File: src/rtl/io_amo_master_if.sv
`default_nettype none
// ============================================================================
// Module      : io_amo_master_if
// Description : Wishbone bus bundle between io_amo_master and the IO bus.
//               The master modport drives stb/cyc/we/addr/tag/data/sel and
//               receives ack/err/read data/data tag. The slave modport is
//               the mirror image.
//   stb_o, cyc_o, we_o : Wishbone cycle controls
//   addr_o             : byte address
//   addr_tag_o         : transaction tag (NONE / LRSC / AMO)
//   data_o, sel_o      : write data, byte select
//   ack_i, err_i       : slave responses
//   data_i             : read data
//   data_tag_i         : set when the IO bus suppressed an SC write
// Revision    : 1.0 - initial release
// ============================================================================
interface io_amo_master_if #(
    parameter int ADDR_TAG_BITS = 2
) ();
    logic                     stb_o;
    logic                     cyc_o;
    logic                     we_o;
    logic [31:0]              addr_o;
    logic [ADDR_TAG_BITS-1:0] addr_tag_o;
    logic [31:0]              data_o;
    logic [3:0]               sel_o;
    logic                     ack_i;
    logic                     err_i;
    logic [31:0]              data_i;
    logic                     data_tag_i;

    modport master (
        output stb_o, cyc_o, we_o, addr_o, addr_tag_o, data_o, sel_o,
        input  ack_i, err_i, data_i, data_tag_i
    );

    modport slave (
        input  stb_o, cyc_o, we_o, addr_o, addr_tag_o, data_o, sel_o,
        output ack_i, err_i, data_i, data_tag_i
    );
endinterface
`default_nettype wire

File: src/rtl/io_amo_master.sv
`default_nettype none
// ============================================================================
// Module      : io_amo_master
// Description : Converts one RV32A request (LR.W, SC.W, AMO*.W) into tagged
//               Wishbone cycles on the IO bus and returns the rd value.
//               LR  : one LRSC-tagged read.
//               SC  : one LRSC-tagged write; rd = data_tag_i at the ack.
//               AMO : AMO-tagged read (lock), one ALU cycle, AMO-tagged
//                     write (unlock); rd = old memory value.
//               Optional macro IO_AMO_MINMAX_EN enables AMOMIN/MAX/MINU/MAXU;
//               without it those opcodes are rejected as illegal.
// Ports       : clk_i, rst_i (async, active-low)
//               req_i/req_op_i/req_addr_i/req_data_i : CPU request
//               busy_o, done_o, result_o, req_err_o  : CPU status/result
//               bus                                  : Wishbone master port
// Revision    : 1.0 - initial release
// ============================================================================
module io_amo_master #(
    parameter int                       ACK_TIMEOUT_CYCLES = 255,
    parameter int                       ADDR_TAG_BITS      = 2,
    parameter logic [ADDR_TAG_BITS-1:0] ADDR_TAG_NONE      = 0,
    parameter logic [ADDR_TAG_BITS-1:0] ADDR_TAG_LRSC      = 1,
    parameter logic [ADDR_TAG_BITS-1:0] ADDR_TAG_AMO       = 2
) (
    input  wire logic        clk_i,
    input  wire logic        rst_i,
    input  wire logic        req_i,
    input  wire logic [4:0]  req_op_i,
    input  wire logic [31:0] req_addr_i,
    input  wire logic [31:0] req_data_i,
    output logic             busy_o,
    output logic             done_o,
    output logic [31:0]      result_o,
    output logic             req_err_o,
    io_amo_master_if.master  bus
);
    localparam logic [4:0] c_OP_ADD  = 5'b00000;
    localparam logic [4:0] c_OP_SWAP = 5'b00001;
    localparam logic [4:0] c_OP_LR   = 5'b00010;
    localparam logic [4:0] c_OP_SC   = 5'b00011;
    localparam logic [4:0] c_OP_XOR  = 5'b00100;
    localparam logic [4:0] c_OP_OR   = 5'b01000;
    localparam logic [4:0] c_OP_AND  = 5'b01100;
`ifdef IO_AMO_MINMAX_EN
    localparam logic [4:0] c_OP_MIN  = 5'b10000;
    localparam logic [4:0] c_OP_MAX  = 5'b10100;
    localparam logic [4:0] c_OP_MINU = 5'b11000;
    localparam logic [4:0] c_OP_MAXU = 5'b11100;
`endif
    localparam int c_TMO_W = $clog2(ACK_TIMEOUT_CYCLES + 1);

    typedef enum logic [2:0] {
        S_IDLE = 3'd0,
        S_RD   = 3'd1,
        S_CALC = 3'd2,
        S_WR   = 3'd3,
        S_DONE = 3'd4
    } state_t;

    state_t                   r_state, w_state_nxt;
    logic                     r_stb, r_cyc, r_we, r_busy, r_done, r_req_err;
    logic [31:0]              r_addr, r_data, r_result;
    logic [4:0]               r_op;
    logic [ADDR_TAG_BITS-1:0] r_tag;
    logic [c_TMO_W-1:0]       r_tmo_cnt;
    logic                     w_op_legal, w_bad, w_set_err, w_timeout, w_accept;
    logic [31:0]              w_calc;

    always_comb begin
        w_op_legal = 1'b0;
        case (req_op_i)
            c_OP_ADD, c_OP_SWAP, c_OP_LR, c_OP_SC,
            c_OP_XOR, c_OP_OR, c_OP_AND:       w_op_legal = 1'b1;
`ifdef IO_AMO_MINMAX_EN
            c_OP_MIN, c_OP_MAX, c_OP_MINU, c_OP_MAXU: w_op_legal = 1'b1;
`endif
            default:                           w_op_legal = 1'b0;
        endcase
    end

    assign w_accept  = (r_state == S_IDLE) && req_i;
    assign w_bad     = (req_addr_i[1:0] != 2'b00) || !w_op_legal;
    assign w_timeout = (r_tmo_cnt == c_TMO_W'(ACK_TIMEOUT_CYCLES - 1));

    // ALU step: r_result holds the old memory value, r_data holds rs2.
    always_comb begin
        w_calc = r_data;
        case (r_op)
            c_OP_ADD:  w_calc = r_result + r_data;
            c_OP_XOR:  w_calc = r_result ^ r_data;
            c_OP_AND:  w_calc = r_result & r_data;
            c_OP_OR:   w_calc = r_result | r_data;
`ifdef IO_AMO_MINMAX_EN
            c_OP_MIN:  w_calc = ($signed(r_result) < $signed(r_data)) ? r_result : r_data;
            c_OP_MAX:  w_calc = ($signed(r_result) > $signed(r_data)) ? r_result : r_data;
            c_OP_MINU: w_calc = (r_result < r_data) ? r_result : r_data;
            c_OP_MAXU: w_calc = (r_result > r_data) ? r_result : r_data;
`endif
            default:   w_calc = r_data;
        endcase
    end

    always_ff @(posedge clk_i or negedge rst_i) begin
        if (!rst_i) r_state <= S_IDLE;
        else        r_state <= w_state_nxt;
    end

    // err_i is tested before ack_i so a simultaneous pair aborts.
    always_comb begin
        w_state_nxt = r_state;
        w_set_err   = 1'b0;
        case (r_state)
            S_IDLE: begin
                if (req_i) begin
                    if (w_bad) begin
                        w_state_nxt = S_DONE;
                        w_set_err   = 1'b1;
                    end else if (req_op_i == c_OP_SC) begin
                        w_state_nxt = S_WR;
                    end else begin
                        w_state_nxt = S_RD;
                    end
                end
            end
            S_RD: begin
                if (bus.err_i) begin
                    w_state_nxt = S_DONE;
                    w_set_err   = 1'b1;
                end else if (bus.ack_i) begin
                    w_state_nxt = (r_op == c_OP_LR) ? S_DONE : S_CALC;
                end else if (w_timeout) begin
                    w_state_nxt = S_DONE;
                    w_set_err   = 1'b1;
                end
            end
            S_CALC: w_state_nxt = S_WR;
            S_WR: begin
                if (bus.err_i) begin
                    w_state_nxt = S_DONE;
                    w_set_err   = 1'b1;
                end else if (bus.ack_i) begin
                    w_state_nxt = S_DONE;
                end else if (w_timeout) begin
                    w_state_nxt = S_DONE;
                    w_set_err   = 1'b1;
                end
            end
            S_DONE:  w_state_nxt = S_IDLE;
            default: w_state_nxt = S_IDLE;
        endcase
    end

    // Control outputs are registered from the next state so they are glitch
    // free and drop asynchronously with reset.
    always_ff @(posedge clk_i or negedge rst_i) begin
        if (!rst_i) begin
            r_stb     <= 1'b0;
            r_cyc     <= 1'b0;
            r_we      <= 1'b0;
            r_busy    <= 1'b0;
            r_done    <= 1'b0;
            r_req_err <= 1'b0;
            r_addr    <= '0;
            r_data    <= '0;
            r_result  <= '0;
            r_op      <= '0;
            r_tag     <= ADDR_TAG_NONE;
            r_tmo_cnt <= '0;
        end else begin
            r_stb  <= (w_state_nxt == S_RD) || (w_state_nxt == S_WR);
            r_cyc  <= (w_state_nxt == S_RD) || (w_state_nxt == S_CALC) ||
                      (w_state_nxt == S_WR);
            r_we   <= (w_state_nxt == S_WR);
            r_busy <= (w_state_nxt != S_IDLE);
            r_done <= (w_state_nxt == S_DONE);

            if (w_accept) begin
                r_addr    <= req_addr_i;
                r_data    <= req_data_i;
                r_op      <= req_op_i;
                r_result  <= '0;
                r_req_err <= w_bad;
                if (w_bad)
                    r_tag <= ADDR_TAG_NONE;
                else if ((req_op_i == c_OP_LR) || (req_op_i == c_OP_SC))
                    r_tag <= ADDR_TAG_LRSC;
                else
                    r_tag <= ADDR_TAG_AMO;
            end else if (w_set_err) begin
                r_req_err <= 1'b1;
            end

            if ((r_state == S_RD) && bus.ack_i && !bus.err_i)
                r_result <= bus.data_i;
            if ((r_state == S_WR) && bus.ack_i && !bus.err_i && (r_op == c_OP_SC))
                r_result <= {31'd0, bus.data_tag_i};
            if (r_state == S_CALC)
                r_data <= w_calc;

            if (!w_accept && (w_state_nxt == S_DONE))
                r_tag <= ADDR_TAG_NONE;

            // Held at zero whenever stb is low, so every stb rise starts at 0.
            if ((r_state != S_RD) && (r_state != S_WR))
                r_tmo_cnt <= '0;
            else if (!bus.ack_i && !bus.err_i)
                r_tmo_cnt <= r_tmo_cnt + c_TMO_W'(1);
        end
    end

    assign busy_o         = r_busy;
    assign done_o         = r_done;
    assign result_o       = r_result;
    assign req_err_o      = r_req_err;
    assign bus.stb_o      = r_stb;
    assign bus.cyc_o      = r_cyc;
    assign bus.we_o       = r_we;
    assign bus.addr_o     = r_addr;
    assign bus.addr_tag_o = r_tag;
    assign bus.data_o     = r_data;
    assign bus.sel_o      = 4'hF;
endmodule
`default_nettype wire

File: src/flat_wrapper.sv
// flat-port wrapper written by rule: the top's interface ports become plain ports
module io_amo_master_flat 
#(
    parameter int                       ACK_TIMEOUT_CYCLES = 255,
    parameter int                       ADDR_TAG_BITS      = 2,
    parameter logic [ADDR_TAG_BITS-1:0] ADDR_TAG_NONE      = 0,
    parameter logic [ADDR_TAG_BITS-1:0] ADDR_TAG_LRSC      = 1,
    parameter logic [ADDR_TAG_BITS-1:0] ADDR_TAG_AMO       = 2
)
  (clk_i, rst_i, req_i, req_op_i, req_addr_i, req_data_i, busy_o, done_o, result_o, req_err_o, bus_stb_o, bus_cyc_o, bus_we_o, bus_addr_o, bus_addr_tag_o, bus_data_o, bus_sel_o, bus_ack_i, bus_err_i, bus_data_i, bus_data_tag_i);
  io_amo_master_if #(.ADDR_TAG_BITS(ADDR_TAG_BITS)) bus_i ();
  input  wire logic clk_i;
  input  wire logic rst_i;
  input  wire logic req_i;
  input  wire logic [4:0] req_op_i;
  input  wire logic [31:0] req_addr_i;
  input  wire logic [31:0] req_data_i;
  output logic busy_o;
  output logic done_o;
  output logic [31:0] result_o;
  output logic req_err_o;
  output wire logic [$bits(bus_i.stb_o)-1:0] bus_stb_o;
  output wire logic [$bits(bus_i.cyc_o)-1:0] bus_cyc_o;
  output wire logic [$bits(bus_i.we_o)-1:0] bus_we_o;
  output wire logic [$bits(bus_i.addr_o)-1:0] bus_addr_o;
  output wire logic [$bits(bus_i.addr_tag_o)-1:0] bus_addr_tag_o;
  output wire logic [$bits(bus_i.data_o)-1:0] bus_data_o;
  output wire logic [$bits(bus_i.sel_o)-1:0] bus_sel_o;
  input wire logic [$bits(bus_i.ack_i)-1:0] bus_ack_i;
  input wire logic [$bits(bus_i.err_i)-1:0] bus_err_i;
  input wire logic [$bits(bus_i.data_i)-1:0] bus_data_i;
  input wire logic [$bits(bus_i.data_tag_i)-1:0] bus_data_tag_i;
  assign bus_stb_o = bus_i.stb_o;
  assign bus_cyc_o = bus_i.cyc_o;
  assign bus_we_o = bus_i.we_o;
  assign bus_addr_o = bus_i.addr_o;
  assign bus_addr_tag_o = bus_i.addr_tag_o;
  assign bus_data_o = bus_i.data_o;
  assign bus_sel_o = bus_i.sel_o;
  assign bus_i.ack_i = bus_ack_i;
  assign bus_i.err_i = bus_err_i;
  assign bus_i.data_i = bus_data_i;
  assign bus_i.data_tag_i = bus_data_tag_i;
  io_amo_master #(.ACK_TIMEOUT_CYCLES(ACK_TIMEOUT_CYCLES), .ADDR_TAG_BITS(ADDR_TAG_BITS), .ADDR_TAG_NONE(ADDR_TAG_NONE), .ADDR_TAG_LRSC(ADDR_TAG_LRSC), .ADDR_TAG_AMO(ADDR_TAG_AMO)) u_core (.clk_i(clk_i), .rst_i(rst_i), .req_i(req_i), .req_op_i(req_op_i), .req_addr_i(req_addr_i), .req_data_i(req_data_i), .busy_o(busy_o), .done_o(done_o), .result_o(result_o), .req_err_o(req_err_o), .bus(bus_i));
endmodule
File: config.mk
export PLATFORM = sky130hd
export DESIGN_NAME = io_amo_master_flat
export DESIGN_NICKNAME = d
export VERILOG_FILES = /design/src/rtl/io_amo_master_if.sv /design/src/rtl/io_amo_master.sv /design/src/flat_wrapper.sv
export SDC_FILE = /design/constraint.sdc
export NUM_CORES = 1
export LEC_CHECK = 0
export CORE_MARGIN = 2
export CORE_UTILIZATION = 45
export CTS_BUF_LIST = sky130_fd_sc_hd__clkbuf_8
export CTS_CLUSTER_SIZE = 14
export DETAILED_ROUTE_END_ITERATION = 12
export GPL_ROUTABILITY_DRIVEN = 0
export HOLD_SLACK_MARGIN = 0.15
export PLACE_DENSITY_LB_ADDON = 0.15
export SETUP_SLACK_MARGIN = 0.1
export SLEW_MARGIN = 15
export SYNTH_ARGS = -nofsm -noshare
export SYNTH_HDL_FRONTEND = slang
export SYNTH_SLANG_ARGS = --single-unit
File: constraint.sdc
create_clock -name clk_i -period 3.2 [get_ports clk_i]
set_input_delay 0.64 -clock clk_i [delete_from_list [all_inputs] [get_ports clk_i]]
set_output_delay 0.64 -clock clk_i [all_outputs]
set_load 0.005 [all_outputs]
Fig. 1: clock distribution
Scale: 3 px per um.
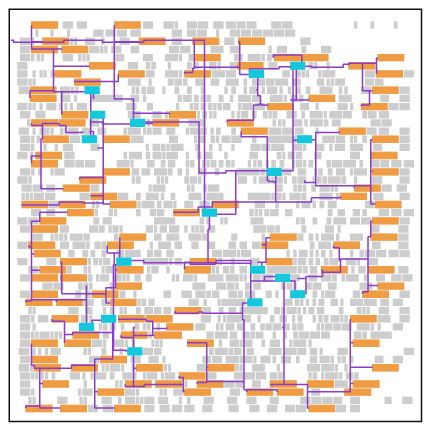
[cyan] clock drivers | count: 17
[orange] flip-flops | count: 120
[purple] clock wires | length: 1800 um
flops lie: widely spread
clock power share: 17.5%
Clk power: 1350 uW
clk latency late pin: 0.45 ns

Fig. 2: routing congestion
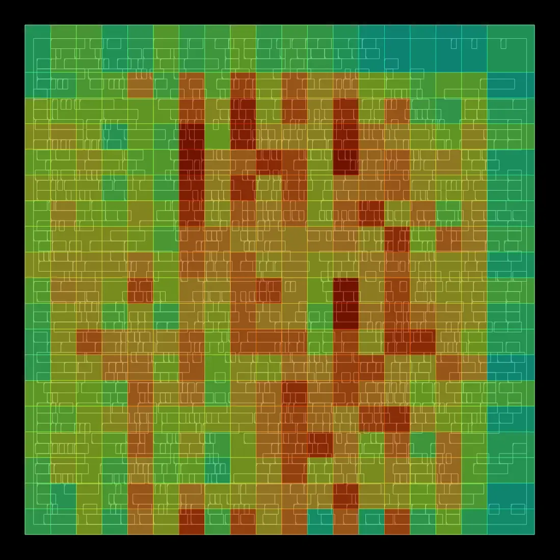
fin util: 62.33%
GRT Total Usage: 25.72%

==> flow_summary.toml <==
# flow metrics
[cells_and_area]
nClkBuffers = 17
n_all_buffers = 236
stdcell_count = 1383
n_fill_cell = 1577
sh_comb_area_pct = 41.25
largestClassByArea = "combinational gates"
clk_share_pct = 3.505

[clocking]
cts_tree = "done"
cts_made_buffers = 17
htree_num_levels = 4

[worst_setup_path]
cp_num_cells = 12
critPathKind = "flip-flop to flip-flop"
ff2ff_setup_slack_ns = 0.16
cp_cell_sequence = "ha_2 -> inv_1 -> fa_2 -> nor2b_4 -> o2111ai_4 -> a2111oi_4 -> nor4_4 -> o31ai_4 -> a41oi_2 -> o21bai_2 -> xnor2_1 -> o22ai_2"
cp.required_ns = 3.52
worstSetupEndpointType = "flip-flop"
r2r_cells = 12
worstPathMaxFanout = 3

[final_timing]
setup_tns_ns = 0
fin_ws_ns = 0.1614
timing.final.max_slew_violations = 0

[grt]
grt_use_met3_pct = 6.222
grt_overflow_total = 0
grt_pass1_wl_um = 37490

[outcome]
status = "finished, final reports clean"

[power]
p_total_uw = 7731
combPwrFrac_pct = 52.1
vdd_drop_max_uv = 397.4

[logic_synthesis]
synthTopCellsByCount = "nand2_1 (178), dfrtp_1 (120), inv_1 (92)"
compound_area_share_pct = 21.89
synth_seq_share_pct = 37.77
fa_ha_area_share_pct = 10.64
synth_cells = 946
synth-edff-count = 0
ys_area_sq_um = 7950

[min_path]
hold_end = "u_core.bus.addr_tag_o[1]"
hp-class = "flip-flop to flip-flop"

[die]
die_h_um = 136.9
rows = 48

[detailed_routing]
highest_layer = "met4"
route.detailed.drc = 0

[placed_design]
dpl.hpwl_um = 16670
io_buffers = 210
preCtsSetupSlack_ns = 0.1207
dp_cells = 1346
placed_area_sq_um = 10310

[job]
tool_warnings = 60
Fig. 3: sequential cells colored by netlist name
Scale: 2 px per um.
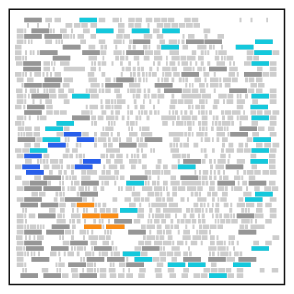
| color | signal | sequential cells |
|---|---|---|
| blue | u_core.r_tmo_cnt | 8 |
| orange | u_core.r_op | 5 |
| cyan | u_core.result_o | 32 |
not colored: 75

Fig. 4: wiring by layer
Scale: 2 px per um.
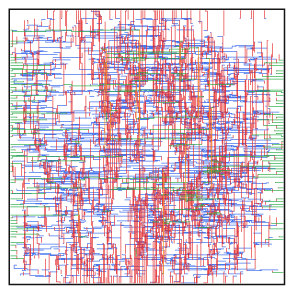
| color | layer | wire length |
|---|---|---|
| blue | metal 1 | 10500 um |
| red | metal 2 | 10800 um |
| green | metal 3 | 1900 um |
| orange | metal 4 | 405 um |
via count: 7496
drt wl/cell: 17.02 um
final WL: 23540 um

No activity file was given, so power comes from the tool's default toggle rates.
